`config.mk`:
```
export PLATFORM = sky130hd
export DESIGN_NAME = tbec_scrubber
export DESIGN_NICKNAME = d
export VERILOG_FILES = /design/src/rtl/tbec_scrubber.sv
export SDC_FILE = /design/constraint.sdc
export NUM_CORES = 1
export LEC_CHECK = 0
export CORE_UTILIZATION = 50
export DETAILED_ROUTE_END_ITERATION = 8
export HOLD_SLACK_MARGIN = 0.03
export PLACE_DENSITY = 0.79
export RECOVER_POWER = 50
export SETUP_SLACK_MARGIN = 0.3
export SLEW_MARGIN = 20
export SYNTH_ARGS = -nofsm -noshare
export SYNTH_HDL_FRONTEND = slang
export SYNTH_SLANG_ARGS = --single-unit
```
`constraint.sdc`:
```
create_clock -name tbec_clk -period 13.95 [get_ports tbec_clk]
set_input_delay 2.79 -clock tbec_clk [delete_from_list [all_inputs] [get_ports tbec_clk]]
set_output_delay 2.79 -clock tbec_clk [all_outputs]
set_load 0.02 [all_outputs]
```
`src/rtl/tbec_scrubber.sv`:
```
// Background memory scrubber: reads each word, SEC-DED checks it and writes back
// words that had a single correctable error. Encoder/decoder share one bit layout.

package tbec_scrubber_pkg;

    // Position of data bit k in the codeword: Hamming positions 1..31 that are not
    // powers of two, in ascending order. Bit 0 holds overall parity.
    function automatic int unsigned data_pos(input int unsigned k);
        int unsigned n;
        data_pos = 0;
        n = 0;
        for (int unsigned i = 3; i < 32; i++) begin
            if ((i & (i - 1)) != 0) begin
                if (n == k) begin
                    data_pos = i;
                end
                n++;
            end
        end
    endfunction

    // Codeword positions 1..31 whose index has bit k set (checked by parity bit 2**k).
    function automatic logic [31:0] cover_mask(input int unsigned k);
        cover_mask = '0;
        for (int unsigned i = 1; i < 32; i++) begin
            if (((i >> k) & 1) != 0) begin
                cover_mask = cover_mask | (32'd1 << i);
            end
        end
    endfunction

endpackage

module tbec_encoder (
    input  logic [25:0] data,
    output logic [31:0] codeword
);
    logic [31:0] placed;
    logic [4:0]  parity;

    assign {placed[16], placed[8], placed[4], placed[2], placed[1], placed[0]} = 6'b0;

    for (genvar k = 0; k < 26; k++) begin : g_place
        assign placed[tbec_scrubber_pkg::data_pos(k)] = data[k];
    end

    for (genvar k = 0; k < 5; k++) begin : g_parity
        assign parity[k] = ^(placed & tbec_scrubber_pkg::cover_mask(k));
    end

    always_comb begin
        codeword     = placed;
        codeword[1]  = parity[0];
        codeword[2]  = parity[1];
        codeword[4]  = parity[2];
        codeword[8]  = parity[3];
        codeword[16] = parity[4];
        codeword[0]  = ^codeword[31:1];
    end
endmodule

module tbec_decoder (
    input  logic [31:0] codeword,
    output logic [25:0] data,
    output logic [1:0]  err_code
);
    logic [4:0]  syndrome;
    logic        parity;
    logic [31:0] fixed;

    for (genvar k = 0; k < 5; k++) begin : g_syndrome
        assign syndrome[k] = ^(codeword & tbec_scrubber_pkg::cover_mask(k));
    end

    assign parity = ^codeword;

    // Odd overall parity means one flipped bit at index syndrome (0 = the parity bit).
    always_comb begin
        fixed    = codeword;
        err_code = 2'b00;
        if (parity) begin
            fixed    = codeword ^ (32'd1 << syndrome);
            err_code = 2'b01;
        end else if (syndrome != 5'd0) begin
            err_code = 2'b10;
        end
    end

    for (genvar k = 0; k < 26; k++) begin : g_extract
        assign data[k] = fixed[tbec_scrubber_pkg::data_pos(k)];
    end
endmodule

module tbec_scrubber #(
    parameter int unsigned NUM_WORDS = 256,
    parameter int unsigned ADDR_W    = 8
) (
    input  logic              tbec_clk,
    input  logic              rst,
    input  logic              start,
    input  logic              abort,
    output logic              mem_req,
    input  logic              mem_gnt,
    output logic              mem_we,
    output logic [ADDR_W-1:0] mem_addr,
    output logic [31:0]       mem_wdata,
    input  logic [31:0]       mem_rdata,
    output logic              busy,
    output logic              done,
    output logic [15:0]       corr_cnt,
    output logic [15:0]       uncorr_cnt,
    output logic [ADDR_W-1:0] err_addr
);
    localparam logic [ADDR_W-1:0] LastAddr = ADDR_W'(NUM_WORDS - 1);

    typedef enum logic [2:0] {
        StIdle,
        StRd,
        StWait,
        StChk,
        StWb,
        StNext,
        StDone
    } state_e;

    state_e            state_q, state_d;
    logic [ADDR_W-1:0] addr_q, addr_d;
    logic [31:0]       check_q, check_d;
    logic [15:0]       corr_q, corr_d;
    logic [15:0]       uncorr_q, uncorr_d;
    logic [ADDR_W-1:0] err_addr_q, err_addr_d;

    logic [31:0] dec_in;
    logic [25:0] dec_data;
    logic [1:0]  err_code;

    assign dec_in = rst ? 32'd0 : check_q;

    tbec_decoder u_decoder (
        .codeword (dec_in),
        .data     (dec_data),
        .err_code (err_code)
    );

    tbec_encoder u_encoder (
        .data     (dec_data),
        .codeword (mem_wdata)
    );

    always_ff @(posedge tbec_clk) begin
        if (rst) begin
            state_q    <= StIdle;
            addr_q     <= '0;
            check_q    <= '0;
            corr_q     <= '0;
            uncorr_q   <= '0;
            err_addr_q <= '0;
        end else begin
            state_q    <= state_d;
            addr_q     <= addr_d;
            check_q    <= check_d;
            corr_q     <= corr_d;
            uncorr_q   <= uncorr_d;
            err_addr_q <= err_addr_d;
        end
    end

    always_comb begin
        state_d    = state_q;
        addr_d     = addr_q;
        check_d    = check_q;
        corr_d     = corr_q;
        uncorr_d   = uncorr_q;
        err_addr_d = err_addr_q;

        case (state_q)
            StIdle: begin
                if (start && !abort) begin
                    addr_d     = '0;
                    corr_d     = '0;
                    uncorr_d   = '0;
                    err_addr_d = '0;
                    state_d    = StRd;
                end
            end
            StRd: begin
                if (mem_gnt) begin
                    state_d = StWait;
                end
            end
            StWait: begin
                check_d = mem_rdata;
                state_d = StChk;
            end
            StChk: begin
                unique case (err_code)
                    2'b00: state_d = StNext;
                    2'b01: state_d = StWb;
                    default: begin
                        uncorr_d   = (uncorr_q == 16'hFFFF) ? uncorr_q : uncorr_q + 16'd1;
                        err_addr_d = addr_q;
                        state_d    = StNext;
                    end
                endcase
            end
            StWb: begin
                if (mem_gnt) begin
                    corr_d  = (corr_q == 16'hFFFF) ? corr_q : corr_q + 16'd1;
                    state_d = StNext;
                end
            end
            StNext: begin
                if (addr_q == LastAddr) begin
                    state_d = StDone;
                end else begin
                    addr_d  = addr_q + 1'b1;
                    state_d = StRd;
                end
            end
            StDone: state_d = StIdle;
            default: state_d = StIdle;
        endcase

        // Abort leaves counters as they stood; a write granted on this edge still lands.
        if (abort && state_q != StIdle) begin
            state_d    = StIdle;
            corr_d     = corr_q;
            uncorr_d   = uncorr_q;
            err_addr_d = err_addr_q;
        end
    end

    // Gated by rst so nothing is requested or written on the reset edge itself.
    always_comb begin
        mem_req    = 1'b0;
        mem_we     = 1'b0;
        mem_addr   = '0;
        busy       = 1'b0;
        done       = 1'b0;
        corr_cnt   = '0;
        uncorr_cnt = '0;
        err_addr   = '0;
        if (!rst) begin
            mem_req    = (state_q == StRd) || (state_q == StWb);
            mem_we     = (state_q == StWb);
            mem_addr   = addr_q;
            busy       = (state_q != StIdle);
            done       = (state_q == StDone);
            corr_cnt   = corr_q;
            uncorr_cnt = uncorr_q;
            err_addr   = err_addr_q;
        end
    end

endmodule

```
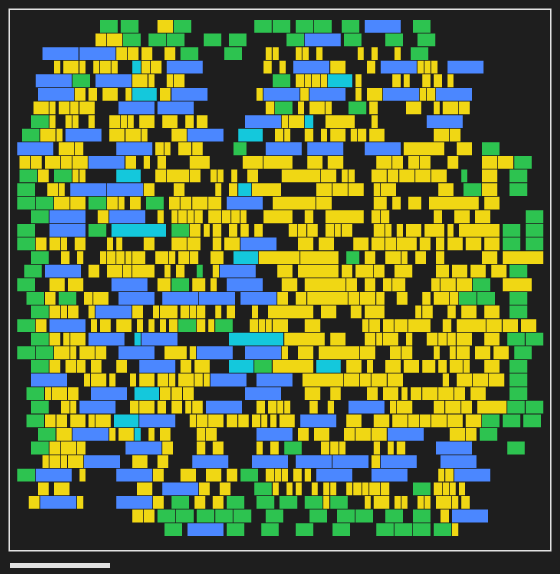
Fig. 1. Placement by cell class.
Bar = 20 um.
colour	class	cells
blue	flops	83
green	other buffers and delay cells	123
yellow	combinational and other logic	561
cyan	clock drivers and dummy loads	16

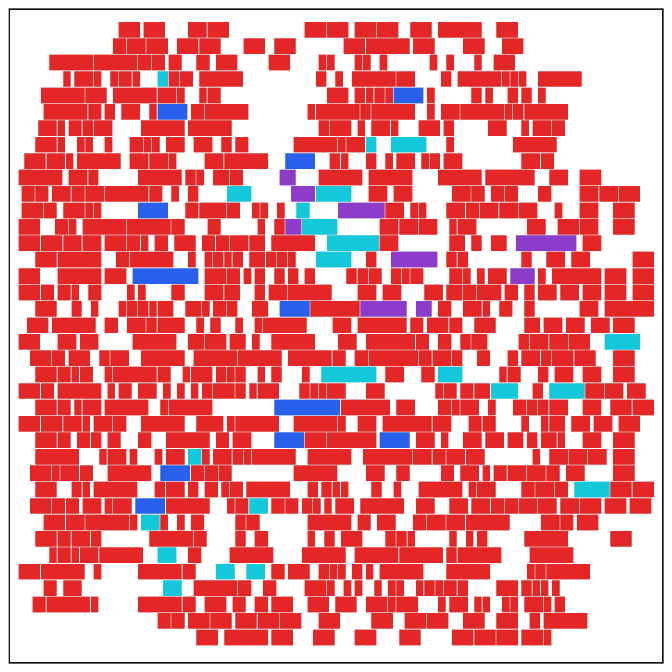
Fig. 2. Drive-strength map.
colour	size	cells	share
red	_0 and _1 cells	741	95%
cyan	_2 cells	22	2.8%
purple	_3 and _4 cells	9	1.1%
blue	_6 and larger	11	1.4%

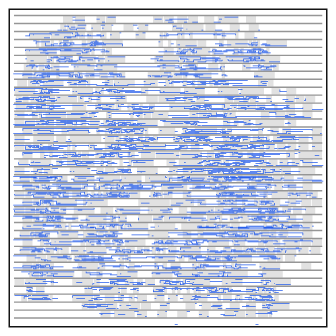
Fig. 3. Signal wires on met1.
Supply wires on this layer in grey. Cells faint in the background.
longest straight run	29.0 um
wire length on this layer	6000 um
share of all routed wire	44%

==> flow_summary_export.csv <==
group,metric,value,unit
die,core_region_area,10900,um2
detailed_routing,dr.first_iter.drc_count,145,
status,violations_in_the_final_reports,"max-capacitance violations, max-slew violations",
logic_synthesis,yosys_cells,684,
final_timing,tns,0,ns
final_timing,rsz0062_at_grt,"false",
power_and_ir_drop,switching_share,0.286,
final_timing,layout_worst_path_cycle_share,0.752,
worst_setup_path,timing.rr.start,"check_q[7]",
die,num_rows,38,
layout,layout.non_clock_buffers,123,
global_routing,grt_start_max_net_pins,94,
power_and_ir_drop,fin_total_pwr,0.555,mW
die,n_tap_cell,140,
global_routing,gr-usage-met2,0.419,
global_routing,overflow,0,
placement,gp_routability_congestion,0.881,
worst_setup_path,timing.critical_path.mode_cell,"sky130_fd_sc_hd__xnor2_1",
status,status,"finished with violations",
logic_synthesis,most_instantiated_cells_after_synthesis,"sky130_fd_sc_hd__nand2_1 (98), sky130_fd_sc_hd__xnor2_1 (84), sky130_fd_sc_hd__dfxtp_1 (83), sky130_fd_sc_hd__nor2b_1 (82), sky130_fd_sc_hd__nor2_1 (51)",
layout,final_layout_size_suffix_gt1_frac,0.0536,
power_and_ir_drop,sequential_logic_power,0.244,mW
final_timing,max_freq,0.0953,GHz
clock_network,clockRootBuffer,"sky130_fd_sc_hd__clkbuf_8",
detailed_routing,route.vias.total,4798,
run,max_cap_viol_count,1,
layout,comb_area_frac,0.536,
detailed_routing,wl_met3,708,um
detailed_routing,routed_via_density,5.19,
power_and_ir_drop,leakage,2.53,nW
layout,layout.non_clock_inverters,5,
global_routing,grt_antenna_before_repair,1,
logic_synthesis,ys_chip_area,5620,um2
logic_synthesis,share_of_flip_flops_with_an_asynchronous_set_or_reset_after_synthesis,0,
global_routing,global_route.usage.met3,0.0524,
layout,multiInputGateArea,3790,um2
clock_network,clock_pin_slew_on_the_worst_setup_and_hold_paths,0.08,ns
worst_setup_path,setup.worst_path.end,"mem_wdata[0]",
layout,final-clk-cell-share,0.0296,
global_routing,grtUsageMet1,0.296,
power_and_ir_drop,clk-power,0.184,mW
detailed_routing,wl_met1,6.00,mm
detailed_routing,detail_route.first_pass.iterations,4,
final_timing,fin_skew,0.0145,ns
logic_synthesis,yosys.cell_count.top_type,"sky130_fd_sc_hd__nand2_1",
power_and_ir_drop,seq_power_share,0.439,
logic_synthesis,yosys_cell_types,47,
worst_setup_path,crit_path_max_incr_delay,0.98,ns
final_timing,worst_pin_slew,1.56,ns
hold_path,timing.hold.worst_path_depth,2,
layout,seq_cell_count,83,
logic_synthesis,syn-mean-instance-area,8.21,um2
global_routing,grtUsageTotal,0.242,
clock_network,htree_num_levels,3,
placement,dp_cells,907,
power_and_ir_drop,power-per-cell-area,78.5,nW/um2
layout,syn_to_final_growth,25.8,%
logic_synthesis,synth_nets,724,
detailed_routing,routed-wl-met2,6.79,mm
logic_synthesis,post_synth_instance_area,5620,um2
final_timing,finalSetupViolations,0,
worst_setup_path,required,11.16,ns
power_and_ir_drop,comb_power,0.127,mW
worst_setup_path,timing.critical_path.depth,12,
worst_setup_path,crit_type,"primary input to output pin",
hold_path,hold_startpoint,"check_q[4]",
worst_setup_path,critPathArrivalTime,7.70,ns
detailed_routing,drcViolationCount,0,
clock_network,tritoncts_clock_tree,"built",
final_timing,finalHoldViolations,0,
clock_network,cts_inserted_buffers,9,
worst_setup_path,cp_max_fo,93,
final_timing,timing.final.max_slew_violations,36,
layout,mostFrequentLayoutCell,"sky130_fd_sc_hd__clkdlybuf4s50_1",
power_and_ir_drop,maxPowerGroup,"registers",
logic_synthesis,synth_cells,684,
worst_setup_path,crit_chain,"clkbuf_1 > buf_4 > nor2_1 > mux2_1 > nor2b_1 > nand3_1 > xnor2_1 > xnor2_1 > xnor2_1 > xnor2_1 > xnor3_1 > clkdlybuf4s50_1",
layout,register_with_the_most_flip_flops,"check_q",
Power figures rest on the tool's default switching activity, not on a simulated workload.
